===== config.mk =====
export PLATFORM = sky130hd
export DESIGN_NAME = pattern_scan_ctrl_flat
export DESIGN_NICKNAME = d
export VERILOG_FILES = /design/src/rtl/pattern_scan_ctrl_if.sv /design/src/rtl/pattern_scan_ctrl.sv /design/src/flat_wrapper.sv
export SDC_FILE = /design/constraint.sdc
export NUM_CORES = 1
export LEC_CHECK = 0
export CORE_MARGIN = 1
export CORE_UTILIZATION = 30
export DETAILED_ROUTE_END_ITERATION = 8
export HOLD_SLACK_MARGIN = 0.08
export SYNTH_ARGS = -nofsm -noshare
export SYNTH_HDL_FRONTEND = slang
export SYNTH_SLANG_ARGS = --single-unit

===== constraint.sdc =====
create_clock -name clk -period 3.1 [get_ports clk]
set_input_delay 0.62 -clock clk [delete_from_list [all_inputs] [get_ports clk]]
set_output_delay 0.62 -clock clk [all_outputs]
set_load 0.1 [all_outputs]

===== src/rtl/pattern_scan_ctrl_if.sv =====
// Bundles the configuration, control, serial-data and status signals of the
// pattern scanner so the controller and its driver share one port.
interface pattern_scan_ctrl_if #(
    parameter int PAT_W = 4,
    parameter int CNT_W = 8
);
    logic             cfg_we;
    logic [PAT_W-1:0] cfg_pat;
    logic [CNT_W-1:0] cfg_target;
    logic             start;
    logic             abort;
    logic             w;
    logic             ack;

    logic             z;
    logic [CNT_W-1:0] match_cnt;
    logic             busy;
    logic             done;

    modport master (
        output cfg_we, cfg_pat, cfg_target, start, abort, w, ack,
        input  z, match_cnt, busy, done
    );

    modport slave (
        input  cfg_we, cfg_pat, cfg_target, start, abort, w, ack,
        output z, match_cnt, busy, done
    );
endinterface


===== src/rtl/pattern_scan_ctrl.sv =====
// Serial pattern scanner: counts (overlapping) occurrences of a latched
// pattern in a bit stream until a latched target count is reached or aborted.
module pattern_scan_ctrl #(
    parameter int PAT_W = 4,
    parameter int CNT_W = 8
) (
    input  logic                 clk,
    input  logic                 rst,
    pattern_scan_ctrl_if.slave   bus
);

    localparam int FILL_W = $clog2(PAT_W + 1);
    localparam logic [FILL_W-1:0] FILL_FULL = FILL_W'(PAT_W);

    typedef enum logic [1:0] {
        IDLE = 2'b00,
        SCAN = 2'b01,
        DONE = 2'b10
    } state_t;

    state_t            state_q, state_d;
    logic [PAT_W-1:0]  pat_q, pat_d;
    logic [CNT_W-1:0]  target_q, target_d;
    logic [PAT_W-1:0]  shift_q, shift_d;
    logic [FILL_W-1:0] fill_q, fill_d;
    logic [CNT_W-1:0]  cnt_q, cnt_d;
    logic              z_q, z_d;

    logic [PAT_W-1:0]  shift_nx;
    logic [FILL_W-1:0] fill_nx;
    logic [CNT_W-1:0]  cnt_inc;
    logic [CNT_W-1:0]  start_target;
    logic              match_hit;

    always_ff @(posedge clk or negedge rst) begin
        if (!rst) begin
            state_q  <= IDLE;
            pat_q    <= '0;
            target_q <= '0;
            shift_q  <= '0;
            fill_q   <= '0;
            cnt_q    <= '0;
            z_q      <= 1'b0;
        end else begin
            state_q  <= state_d;
            pat_q    <= pat_d;
            target_q <= target_d;
            shift_q  <= shift_d;
            fill_q   <= fill_d;
            cnt_q    <= cnt_d;
            z_q      <= z_d;
        end
    end

    always_comb begin
        state_d      = state_q;
        pat_d        = pat_q;
        target_d     = target_q;
        shift_d      = shift_q;
        fill_d       = fill_q;
        cnt_d        = cnt_q;
        z_d          = 1'b0;

        shift_nx     = {shift_q[PAT_W-2:0], bus.w};
        fill_nx      = (fill_q == FILL_FULL) ? fill_q : fill_q + FILL_W'(1);
        cnt_inc      = cnt_q + CNT_W'(1);
        match_hit    = (fill_nx == FILL_FULL) && (shift_nx == pat_q);
        // A config write on the start edge applies to the scan it starts.
        start_target = bus.cfg_we ? bus.cfg_target : target_q;

        case (state_q)
            IDLE: begin
                if (bus.cfg_we) begin
                    pat_d    = bus.cfg_pat;
                    target_d = bus.cfg_target;
                end
                if (bus.start) begin
                    shift_d = '0;
                    fill_d  = '0;
                    cnt_d   = '0;
                    state_d = (start_target == '0) ? DONE : SCAN;
                end
            end
            SCAN: begin
                // Abort wins over a coincident match: no pulse, no increment.
                if (bus.abort) begin
                    state_d = IDLE;
                end else begin
                    shift_d = shift_nx;
                    fill_d  = fill_nx;
                    if (match_hit) begin
                        z_d   = 1'b1;
                        cnt_d = cnt_inc;
                        if (cnt_inc == target_q) begin
                            state_d = DONE;
                        end
                    end
                end
            end
            DONE: begin
                if (bus.ack) begin
                    state_d = IDLE;
                end
            end
            default: begin
                state_d = IDLE;
            end
        endcase
    end

    assign bus.z         = z_q;
    assign bus.match_cnt = cnt_q;
    assign bus.busy      = (state_q == SCAN);
    assign bus.done      = (state_q == DONE);

endmodule


===== src/flat_wrapper.sv =====
// flat-port wrapper written by rule: the top's interface ports become plain ports
module pattern_scan_ctrl_flat 
#(
    parameter int PAT_W = 4,
    parameter int CNT_W = 8
)
  (clk, rst, bus_cfg_we, bus_cfg_pat, bus_cfg_target, bus_start, bus_abort, bus_w, bus_ack, bus_z, bus_match_cnt, bus_busy, bus_done);
  pattern_scan_ctrl_if #(.PAT_W(PAT_W), .CNT_W(CNT_W)) bus_i ();
  input  logic clk;
  input  logic rst;
  input wire logic [$bits(bus_i.cfg_we)-1:0] bus_cfg_we;
  input wire logic [$bits(bus_i.cfg_pat)-1:0] bus_cfg_pat;
  input wire logic [$bits(bus_i.cfg_target)-1:0] bus_cfg_target;
  input wire logic [$bits(bus_i.start)-1:0] bus_start;
  input wire logic [$bits(bus_i.abort)-1:0] bus_abort;
  input wire logic [$bits(bus_i.w)-1:0] bus_w;
  input wire logic [$bits(bus_i.ack)-1:0] bus_ack;
  output wire logic [$bits(bus_i.z)-1:0] bus_z;
  output wire logic [$bits(bus_i.match_cnt)-1:0] bus_match_cnt;
  output wire logic [$bits(bus_i.busy)-1:0] bus_busy;
  output wire logic [$bits(bus_i.done)-1:0] bus_done;
  assign bus_i.cfg_we = bus_cfg_we;
  assign bus_i.cfg_pat = bus_cfg_pat;
  assign bus_i.cfg_target = bus_cfg_target;
  assign bus_i.start = bus_start;
  assign bus_i.abort = bus_abort;
  assign bus_i.w = bus_w;
  assign bus_i.ack = bus_ack;
  assign bus_z = bus_i.z;
  assign bus_match_cnt = bus_i.match_cnt;
  assign bus_busy = bus_i.busy;
  assign bus_done = bus_i.done;
  pattern_scan_ctrl #(.PAT_W(PAT_W), .CNT_W(CNT_W)) u_core (.clk(clk), .rst(rst), .bus(bus_i));
endmodule

**Run 1: layout detail**

Window x 27 to 77, y 27 to 77 um. Cells in gray, sequential cells in the stronger gray; small squares are vias.
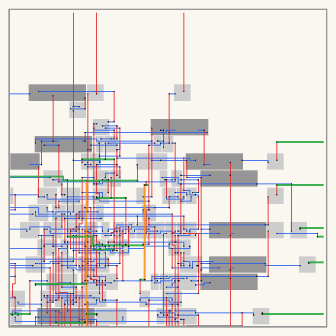
legend:
  blue:
    layer: met1
  orange:
    layer: met4
  green:
    layer: met3
  red:
    layer: met2
most frequent: buf_4 (10), dfrtp_1 (10), xnor2_1 (8)
cells with their middle in the window: 85
sequential cells in the window: 10
netlist names of flops here include: u_core.bus.match_cnt (7)

**Run 1: pin map**

Scale: 4 px per um. Pins as bars across the die edge, other pins in gray.
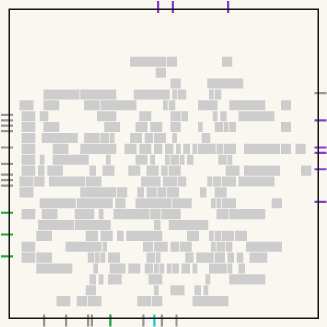
legend:
  purple:
    port: bus_match_cnt
    pins: 8
    direction: output
    edge: 5 east, 3 north
  green:
    port: bus_cfg_pat
    pins: 4
    direction: input
    edge: 3 west, 1 south
  cyan:
    port: bus_ack
    pins: 1
    direction: input
    edge: south

**Run 1: clock wiring as the flow saved it**

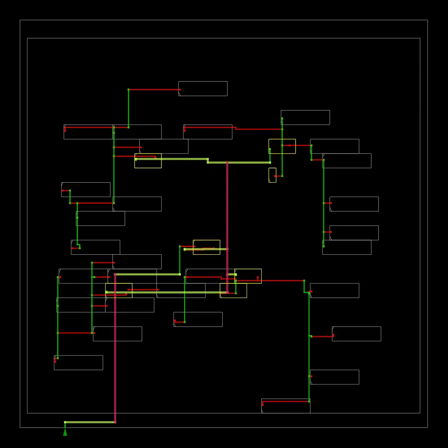
Layout Skew: 0.006234 ns
sequential cell count: 29
clock buf count: 7

==> qor.txt, run 1 <==
OpenROAD warning count - 27
top cell category - multi-input combinational cells
worst reg2reg path depth - 7
Total GRT Usage - 14.15%
CTS Root Cell - clkbuf_8
# IOs - 30
status - completed
placed cells - 263
count of non-CTS buffers in the layout - 31
buffers plus inverters on the worst setup path - 1
Yosys reg bits - 29
Avg Cell Area, Syn - 9.950 sq um
chip area - 5909 sq um
dpl ws - 0.5543 ns
Gate Area - 880.8 sq um
post-route worst setup slack - 0.8644 ns
first-pass GRT wire length - 6672 um
Tapcell Cnt - 70
area grow syn2layout - 24.18%
Commonest Layout Cell - dfrtp_1
MaxCap Viol Count - 0
Pins Over Slew Limit - 0
post-synthesis net count - 191
Hold Slack - 0.5100 ns
Post-synth ARST share - 100.0%
drt wl/cell - 13.27 um
post-cts hold buffer count - 0
-- run 1: where the power goes --
part	internal, mW	total [mW]	leakage [nW]	switching, mW
combinational	0.304	0.666	0.426	0.362
clock	0.176	0.314	0.0443	0.138
sequential	0.508	0.650	0.371	0.143
total	0.988	1.63	0.842	0.643
-- run 1: kinds of logic after synthesis --
kind of cell               Yosys count  synth area share (%)
and+or+nand+nor                     60                 18.90
AOI/OAI and AO/OA                   35                 15.33
DFF                                 29                 43.15
buffers and inverters               15                 4.464
xor gates and xnor gates            14                 7.292
muxes                               13                 8.631
adders and majority gates            3                 2.232
-- run 1: state kept, by name, summed over array words and instances (netlist names) --
signal,flops
u_core.bus.match_cnt,8
u_core.bus.z,1
u_core.fill_q,3
u_core.pat_q,4
u_core.shift_q,3
u_core.state_q,2
u_core.target_q,8
## Run 2: what changed since run 1
==> constraint.sdc (replaced) <==
create_clock -name clk -period 2.2 [get_ports clk]
set_input_delay 0.44 -clock clk [delete_from_list [all_inputs] [get_ports clk]]
set_output_delay 0.44 -clock clk [all_outputs]
set_load 0.1 [all_outputs]
**Run 2: placed cells, one color a class**

Scale: 8 px per um.
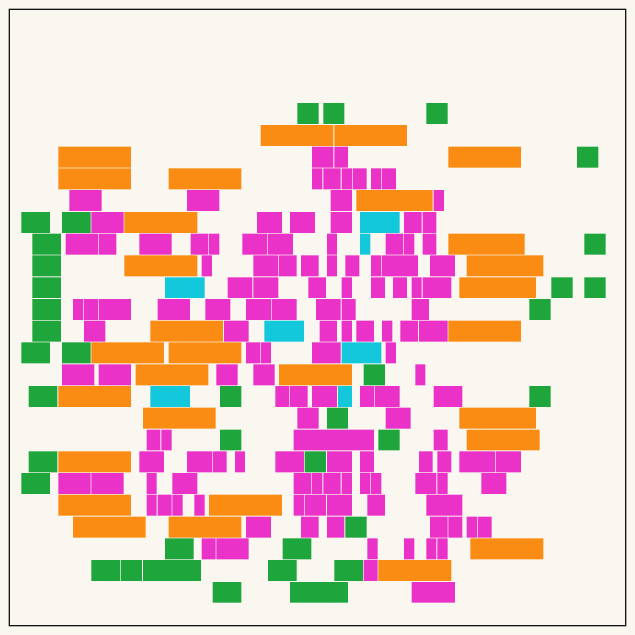
legend:
  orange:
    class: flip-flops
    cells: 29
    share_of_their_area: 35%
  magenta:
    class: all other logic
    cells: 133
    share_of_their_area: 44%
  cyan:
    class: clock drivers and dummy loads
    cells: 7
    share_of_their_area: 3.7%
  green:
    class: other buffers and delay cells
    cells: 37
    share_of_their_area: 17%
# rows: 26
core area: 5238 sq um
post-route cell area: 2158 sq um
utilization after layout: 41.21%

==> run 2 against run 1 <==
Effect of this change:
- sequential power increased by 42%
- core utilization increased by 1.3 points
- critical path depth unchanged
- via count up 0.52%
- design area rose by 3.4%
- sequential share of layout area shrank 0.84 points
- worst hold slack worse by 0.011 ns
- flip-flop count unchanged
- area after synthesis unchanged
- non-clock buffer count up 6
- highest routed layer unchanged
==> qor.txt, run 2 <==
Clock buf/inv share - 3.594%
status - completed
Total GRT Usage - 13.24% (-0.91 points)
Avg Cell Area, Syn - 9.950 sq um (unchanged)
# IOs - 30 (unchanged)
first-pass GRT wire length - 6216 um (-6.8%)
Logic family by area - simple AND/OR/NAND/NOR gates
Yosys reg bits - 29 (unchanged)
post-cts hold buffer count - 0 (unchanged)
synthesized-area fraction occupied by xor and xnor cells - 7.292% (unchanged)
clock buf count - 6 (-1)
adder share - 2.232% (unchanged)
OpenROAD warning count - 27 (unchanged)
Post-CTS Resized - 0
CTS Root Cell - clkbuf_8
MaxCap Viol Count - 0 (unchanged)
Gate Area - 883.3 sq um (+0.28%)
count of non-CTS buffers in the layout - 37 (+19%)
chip area - 5909 sq um (unchanged)
yosys aoi share - 15.33% (unchanged)
post-route worst setup slack - 0.1127 ns (-0.7517 ns)
post-synthesis net count - 191 (unchanged)
Commonest Layout Cell - dfrtp_1
placed cells - 269 (+2.3%)
Layout Skew - 0.006519 ns (+0.0002849 ns)
drt wl/cell - 12.89 um (-2.9%)
Tapcell Cnt - 70 (unchanged)
Mux cell area share - 8.631% (unchanged)
Simple Share, Synth - 18.90% (unchanged)
area grow syn2layout - 28.35%
Pins Over Slew Limit - 0 (unchanged)
dpl ws - -0.04130 ns (-0.5956 ns)
Post-synth ARST share - 100.0% (unchanged)
**Run 2: pin map**

Scale: 4 px per um. Pins as bars across the die edge, other pins in gray.
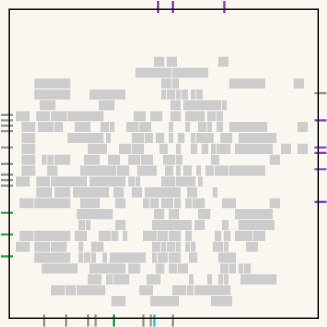
legend:
  green:
    port: bus_cfg_pat
    pins: 4
    direction: input
    edge: 3 west, 1 south
  cyan:
    port: bus_ack
    pins: 1
    direction: input
    edge: south
  purple:
    port: bus_match_cnt
    pins: 8
    direction: output
    edge: 5 east, 3 north
all pins by edge: 12 west, 9 south, 6 east, 3 north
input/output buffers: 29
Die Y: 76.87 um

## run 2: power by group
part,switching (mW),internal (mW),total (mW),leakage (nW)
Combinational,0.534,0.510,1.04,0.462
Clock,0.186,0.214,0.400,0.0410
Sequential,0.203,0.717,0.920,0.363
## run 2: critical path, stage by stage, from the launching register on
cell     delay (ns)
dfrtp_1        0.43
ha_1           0.27
nor3b_2        0.21
o21ai_2        0.11
a211o_1        0.37
or3_1          0.38
o32ai_1        0.22
## run 2: metrics by stage
step / util [%] / hold WS (ns) / power (mW)
after floorplan: - / 0.1444 / 1.663
after global placement: 39.68 / 0.4876 / 1.950
after detailed placement: 39.68 / 0.4937 / 1.971
after CTS: 41.16 / 0.5068 / 2.376
after global routing: 41.21 / 0.5338 / 2.531
final: 41.21 / 0.4986 / 2.364
Power figures rest on the tool's default switching activity, not on a simulated workload.
